--- src/rtl/eval_sequencer_pkg.sv ---
// Shared evaluator definitions: operator codes and sequencer state encodings.
package eval_sequencer_pkg;

  localparam int CO_W = 4;

  localparam logic [CO_W-1:0] CO_AD = 4'h1;
  localparam logic [CO_W-1:0] CO_SB = 4'h2;
  localparam logic [CO_W-1:0] CO_MU = 4'h3;
  localparam logic [CO_W-1:0] CO_DI = 4'h4;

  typedef enum logic [3:0] {
    ES_IDLE   = 4'd0,
    ES_POP_OP = 4'd1,
    ES_POP_B  = 4'd2,
    ES_POP_A  = 4'd3,
    ES_EXEC   = 4'd4,
    ES_WAIT   = 4'd5,
    ES_PUSH   = 4'd6,
    ES_DONE   = 4'd7,
    ES_ERR    = 4'd8
  } es_state_e;

endpackage

--- src/rtl/eval_sequencer_ovf_detect.sv ---
// Signed add/sub overflow detector for the evaluator result.
// Only present when EVAL_OVF_CHECK_EN is defined.
`ifdef EVAL_OVF_CHECK_EN
module eval_ovf_detect
  import eval_sequencer_pkg::*;
#(
  parameter int CD_N = 16,
  parameter int CO_N = 4
) (
  input  logic signed [CD_N-1:0] A,
  input  logic signed [CD_N-1:0] B,
  input  logic signed [CD_N-1:0] C,
  input  logic        [CO_N-1:0] op,
  output logic                   ovf
);

  logic sa, sb, sc;

  assign sa = (A < 0);
  assign sb = (B < 0);
  assign sc = (C < 0);

  always_comb begin
    ovf = 1'b0;
    if (op == CO_N'(CO_AD)) begin
      ovf = (sa == sb) && (sc != sa);
    end else if (op == CO_N'(CO_SB)) begin
      ovf = (sa != sb) && (sc != sa);
    end
  end

endmodule
`endif

--- src/rtl/eval_sequencer.sv ---
// Evaluator reduction step: pop operator, pop B then A, run the ALU, push result.
// Define EVAL_OVF_CHECK_EN to trap signed add/sub overflow instead of wrapping.
module eval_sequencer
  import eval_sequencer_pkg::*;
#(
  parameter int CD_N = 16,
  parameter int CO_N = 4
) (
  input  logic                   Clock,
  input  logic                   Reset,
  input  logic                   start,
  input  logic                   clr,
  output logic                   busy,
  output logic                   done,
  output logic                   err,
  input  logic        [CO_N-1:0] op_data,
  input  logic                   op_empty,
  output logic                   op_pop,
  input  logic signed [CD_N-1:0] dt_data,
  input  logic                   dt_empty,
  output logic                   dt_pop,
  output logic                   dt_push,
  output logic signed [CD_N-1:0] dt_wdata,
  output logic signed [CD_N-1:0] al_A,
  output logic signed [CD_N-1:0] al_B,
  output logic        [CO_N-1:0] al_op,
  output logic                   al_start,
  input  logic signed [CD_N-1:0] al_C,
  input  logic                   al_done,
  input  logic                   al_err
);

  es_state_e              state_q, state_d;
  logic        [CO_N-1:0] op_q, op_d;
  logic signed [CD_N-1:0] a_q, a_d;
  logic signed [CD_N-1:0] b_q, b_d;
  logic signed [CD_N-1:0] c_q, c_d;
  logic                   op_valid;
  logic                   ovf;

  assign op_valid = (op_data == CO_N'(CO_AD)) || (op_data == CO_N'(CO_SB)) ||
                    (op_data == CO_N'(CO_MU)) || (op_data == CO_N'(CO_DI));

`ifdef EVAL_OVF_CHECK_EN
  eval_ovf_detect #(
    .CD_N (CD_N),
    .CO_N (CO_N)
  ) u_ovf (
    .A   (a_q),
    .B   (b_q),
    .C   (al_C),
    .op  (op_q),
    .ovf (ovf)
  );
`else
  assign ovf = 1'b0;
`endif

  always_ff @(posedge Clock) begin
    if (!Reset) begin
      state_q <= ES_IDLE;
    end else begin
      state_q <= state_d;
    end
  end

  always_comb begin
    state_d = state_q;
    case (state_q)
      ES_IDLE:   if (start) state_d = ES_POP_OP;
      ES_POP_OP: state_d = (op_empty || !op_valid) ? ES_ERR : ES_POP_B;
      ES_POP_B:  state_d = dt_empty ? ES_ERR : ES_POP_A;
      ES_POP_A:  state_d = dt_empty ? ES_ERR : ES_EXEC;
      ES_EXEC:   state_d = ES_WAIT;
      ES_WAIT:   if (al_done) state_d = (al_err || ovf) ? ES_ERR : ES_PUSH;
      ES_PUSH:   state_d = ES_DONE;
      ES_DONE:   state_d = ES_IDLE;
      ES_ERR:    if (clr) state_d = ES_IDLE;
      default:   state_d = ES_IDLE;
    endcase
  end

  // Pops are the only outputs gated by an input: an empty stack must never be popped.
  always_comb begin
    busy     = 1'b0;
    done     = 1'b0;
    err      = 1'b0;
    op_pop   = 1'b0;
    dt_pop   = 1'b0;
    dt_push  = 1'b0;
    al_start = 1'b0;
    case (state_q)
      ES_POP_OP: begin busy = 1'b1; op_pop = !op_empty; end
      ES_POP_B:  begin busy = 1'b1; dt_pop = !dt_empty; end
      ES_POP_A:  begin busy = 1'b1; dt_pop = !dt_empty; end
      ES_EXEC:   begin busy = 1'b1; al_start = 1'b1; end
      ES_WAIT:   busy = 1'b1;
      ES_PUSH:   begin busy = 1'b1; dt_push = 1'b1; end
      ES_DONE:   done = 1'b1;
      ES_ERR:    err = 1'b1;
      default:   ;
    endcase
  end

  always_comb begin
    op_d = op_q;
    a_d  = a_q;
    b_d  = b_q;
    c_d  = c_q;
    case (state_q)
      ES_POP_OP: if (!op_empty) op_d = op_data;
      ES_POP_B:  if (!dt_empty) b_d = dt_data;
      ES_POP_A:  if (!dt_empty) a_d = dt_data;
      ES_WAIT:   if (al_done && !al_err && !ovf) c_d = al_C;
      default:   ;
    endcase
  end

  always_ff @(posedge Clock) begin
    if (!Reset) begin
      op_q <= '0;
      a_q  <= '0;
      b_q  <= '0;
      c_q  <= '0;
    end else begin
      op_q <= op_d;
      a_q  <= a_d;
      b_q  <= b_d;
      c_q  <= c_d;
    end
  end

  assign al_A     = a_q;
  assign al_B     = b_q;
  assign al_op    = op_q;
  assign dt_wdata = c_q;

endmodule

--- config.mk ---
export PLATFORM = sky130hd
export DESIGN_NAME = eval_sequencer
export DESIGN_NICKNAME = d
export VERILOG_FILES = /design/src/rtl/eval_sequencer_pkg.sv /design/src/rtl/eval_sequencer_ovf_detect.sv /design/src/rtl/eval_sequencer.sv
export SDC_FILE = /design/constraint.sdc
export NUM_CORES = 1
export LEC_CHECK = 0
export ABC_AREA = 1
export ABC_CLOCK_PERIOD_IN_PS = 1300
export CAP_MARGIN = 20
export CORE_AREA = 2 2 117 62
export CTS_CLUSTER_SIZE = 40
export DETAILED_ROUTE_END_ITERATION = 7
export DIE_AREA = 0 0 119 64
export GPL_ROUTABILITY_DRIVEN = 0
export PLACE_DENSITY_LB_ADDON = 0.3
export SLEW_MARGIN = 20
export SYNTH_ARGS = -nofsm -noshare
export SYNTH_HDL_FRONTEND = slang
export SYNTH_HIERARCHICAL = 1
export SYNTH_SLANG_ARGS = --single-unit
--- constraint.sdc ---
create_clock -name Clock -period 1.3 [get_ports Clock]
set_clock_uncertainty 0.1 [all_clocks]
set_input_delay 0.26 -clock Clock [delete_from_list [all_inputs] [get_ports Clock]]
set_output_delay 0.26 -clock Clock [all_outputs]
set_load 0.02 [all_outputs]
gates.png
Scale: 4 px per um.
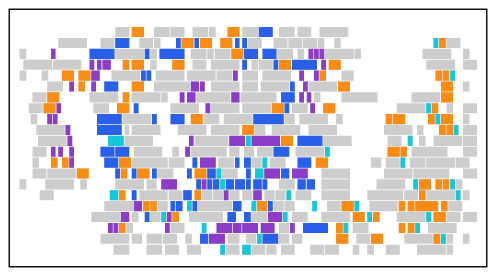
Purple is nor cells, cells 57. Orange is aoi and oai cells, cells 73. Blue is nand cells, cells 65. Cyan is inv cells, cells 34.

clock_wires.png
Scale: 4 px per um.
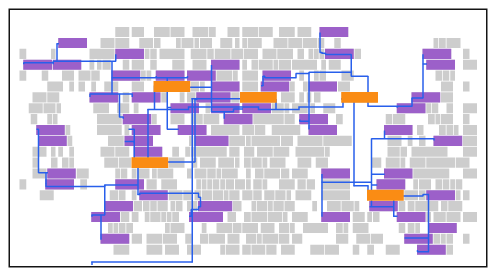
Orange is clock-net drivers, count 5. Blue is clock wires, length 651 um. Purple is flip-flops, count 56.
There are 6 routed clock nets.

pinout.png
Scale: 4 px per um. Pins as bars across the die edge, other pins in gray.
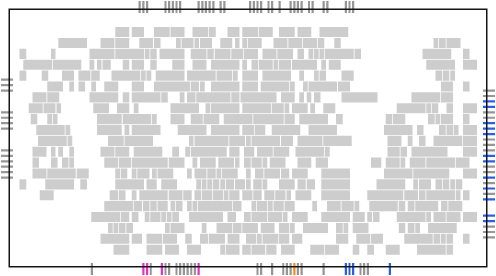
Blue is `al_C`, pins 16, direction input, edge 12 right, 4 bottom. Orange is `al_start`, pins 1, direction output, edge bottom. Magenta is `al_op`, pins 4, direction output, edge bottom.
All pins by edge: 33 top, 31 bottom, 26 right, 13 left.
PortBufs: 102
die width: 119 um
Die Height: 64 um

clock_nets.png
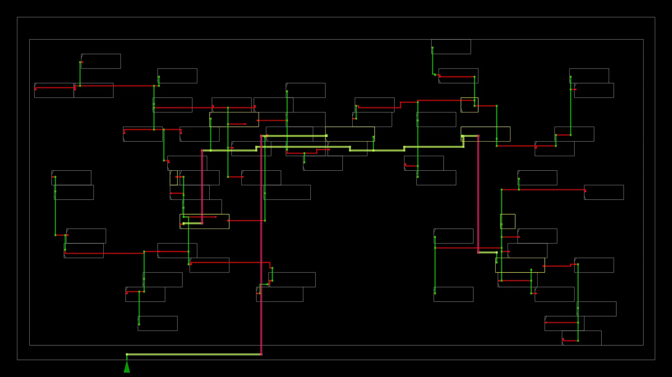
FF+latch count: 56
CTS Buf Count: 5
worst skew pair latency: 290 ps
CTS sink cnt: 56
clock-net power: 1.33 mW

==> impl_metrics.yaml <==
# generated from flow reports
worst_setup_path:
  crit_type: "flip-flop to primary output"
  timing.rr.start: "state_q[2]"
  reg2reg_slack_ps: -220
  r2r_end: "dt_wdata[0]"
  max_stage_delay_ps: 380
  path_cells: "nor2_4, nand2_2, nor2_4, buf_6"
  rr_worst_depth: 8
  arrival_ps: 1180
  cp_slowest_cell: "dfxtp_4"
  cp_common_cell: "nor2_4"
  cp-start-kind: "flip-flop"
  path_delay_family: "flip-flops"
  worstSetupEndpointType: "primary output"
  worstPathMaxFanout: 5
global_route:
  overflow: 0
  grt_pass1_wl_mm: 11.46
  met2_usage_pct: 34.77
  track_usage_pct: 18.99
  grtUsageMet1_pct: 21.57
  top_usage_layer: "met2"
  antenna_found_initial: 0
  grt_pass1_vias: 2411
routing:
  routed_wirelength_mm: 7.718
  wl_met3_um: 339
  top_layer_used: "met4"
  num_vias: 2518
  drcViolationCount: 0
  vias_per_cell: 4.778
  drt_iter0_drc: 149
  met2_length_mm: 4.030
  antenna_left: 0
  wl_met1_mm: 3.205
floorplan:
  num_tap_cells: 92
  core.rowCount: 21
  io_pins: 103
  fp_util_pct: 34.67
  chip_area_mm2: 0.007616
  core_area_mm2: 0.006543
run:
  drv_cap: 0
  tool_warnings: 29
synth:
  simple_gate_share_pct: 24.88
  adder_share_pct: 0
  yosys_area_mm2: 0.002268
  synthesis.area_mm2: 0.002268
  synth_nets: 343
  ys_top_logic_family: "simple AND/OR/NAND/NOR gates"
  yosysWarnings: 6
  synth_seq_share_pct: 49.42
  ys_sh_xor_pct: 0
  async_flop_share_pct: 0
  ys_seq_elements: 56
  ys_cells: 299
  synthAoiAreaFrac_pct: 16.22
  synth-edff-count: 0
  ys_sh_mux_pct: 0
  syn_inst: 299
power:
  powerComb_uw: 690
  power.static_leakage_nw: 1.690
  power.total_mw: 3.797
  power_density_mw_per_mm2: 905.6
  comb_power_share_pct: 18.2
  power.share.clock_pct: 35.1
  ir_drop_mv: 0.6386
  power-top-group: "registers"
  p_sw_mw: 1.009
  switching_share_pct: 26.57
layout:
  multi_input_comb_cells: 195
  buffer_area_share_pct: 31.75
  biggestCellCategory: "non-clock buffers"
  seq_area_mm2: 0.001136
  finalNetCount: 478
  drive_above_1_share_pct: 46.90
  comb_share_pct: 31.54
  n_clock_buffer: 6
  area_delta_synth_final_pct: 84.83
  post-route-cell-area_mm2: 0.004193
  comb_area_mm2: 0.001323
  clockNetworkAreaShare_pct: 3.462
  nNonClkInverters: 34
  final_core_util_pct: 64.08
  lay_top_cells: "dfxtp_1, clkdlybuf4s50_1, nor2_1"
  num_antenna_cells: 0
  seq-cell-share_pct: 27.10
  fillers: 503
  buffers: 142
  fin_cells: 527
status:
  status: "finished, violations left"
  violations: "negative setup slack"
hold_path:
  min_path_type: "flip-flop to flip-flop"
  hold_depth: 2
  worstHoldEndpoint: "dt_wdata[1]"
  hold_path_startpoint: "dt_wdata[1]"
clock_tree:
  cts_resized: 264
  clockBufferDepth: 2
  cts_hold_buffers: 0
  clk_pin_slew_ps: 70
  cts_tree: "built"
  root_buffer: "clkbuf_16"
  cts_setup_buffers: 4
  htree_levels: 2
placed_design:
  placed_area_mm2: 0.003643
  dp_hpwl_mm: 4.902
  dpl_worst_slack_ps: -563.8
  dp.cells: 509
final_timing:
  worst_pin_slew_ps: 352.1
  setup_viol: 59
  hold_ws_ps: 343.4
  setup_ws_ps: -241.9
  finalSetupTns_ps: -8739
  period_needed_ps: 1542
  rsz0062_at_grt: "yes"
  relSlewSlack_pct: 76.53
  hold_violations: 0
  drv_slew: 0
[worst max path at each step]
stage	startpoint	endpoint	slack [ps]	cells after the start
floorplan	state_q[0]	al_start	-60	4
global placement	dt_empty	dt_pop	-580	3
detailed placement	dt_empty	dt_pop	-560	3
CTS	state_q[2]	busy	-240	4
global route	state_q[2]	dt_wdata[0]	-290	8
finish	state_q[3]	dt_pop	-240	4
[synth_stat cells, types with 3 or more instances]
library cell | instances | share of area (%)
nor2_1 | 47 | 7.8
o21ai_0 | 33 | 7.3
a21oi_1 | 36 | 7.9
dfxtp_1 | 56 | 49
o21ai_1 | 3 | 0.66
buf_6 | 3 | 1.5
nand2_1 | 37 | 6.1
nor2_4 | 3 | 1.5
inv_1 | 31 | 5.1
clkbuf_1 | 7 | 1.2
nor2_2 | 4 | 1.1
nand3_1 | 21 | 4.6
Power and IR drop assume default switching activity.
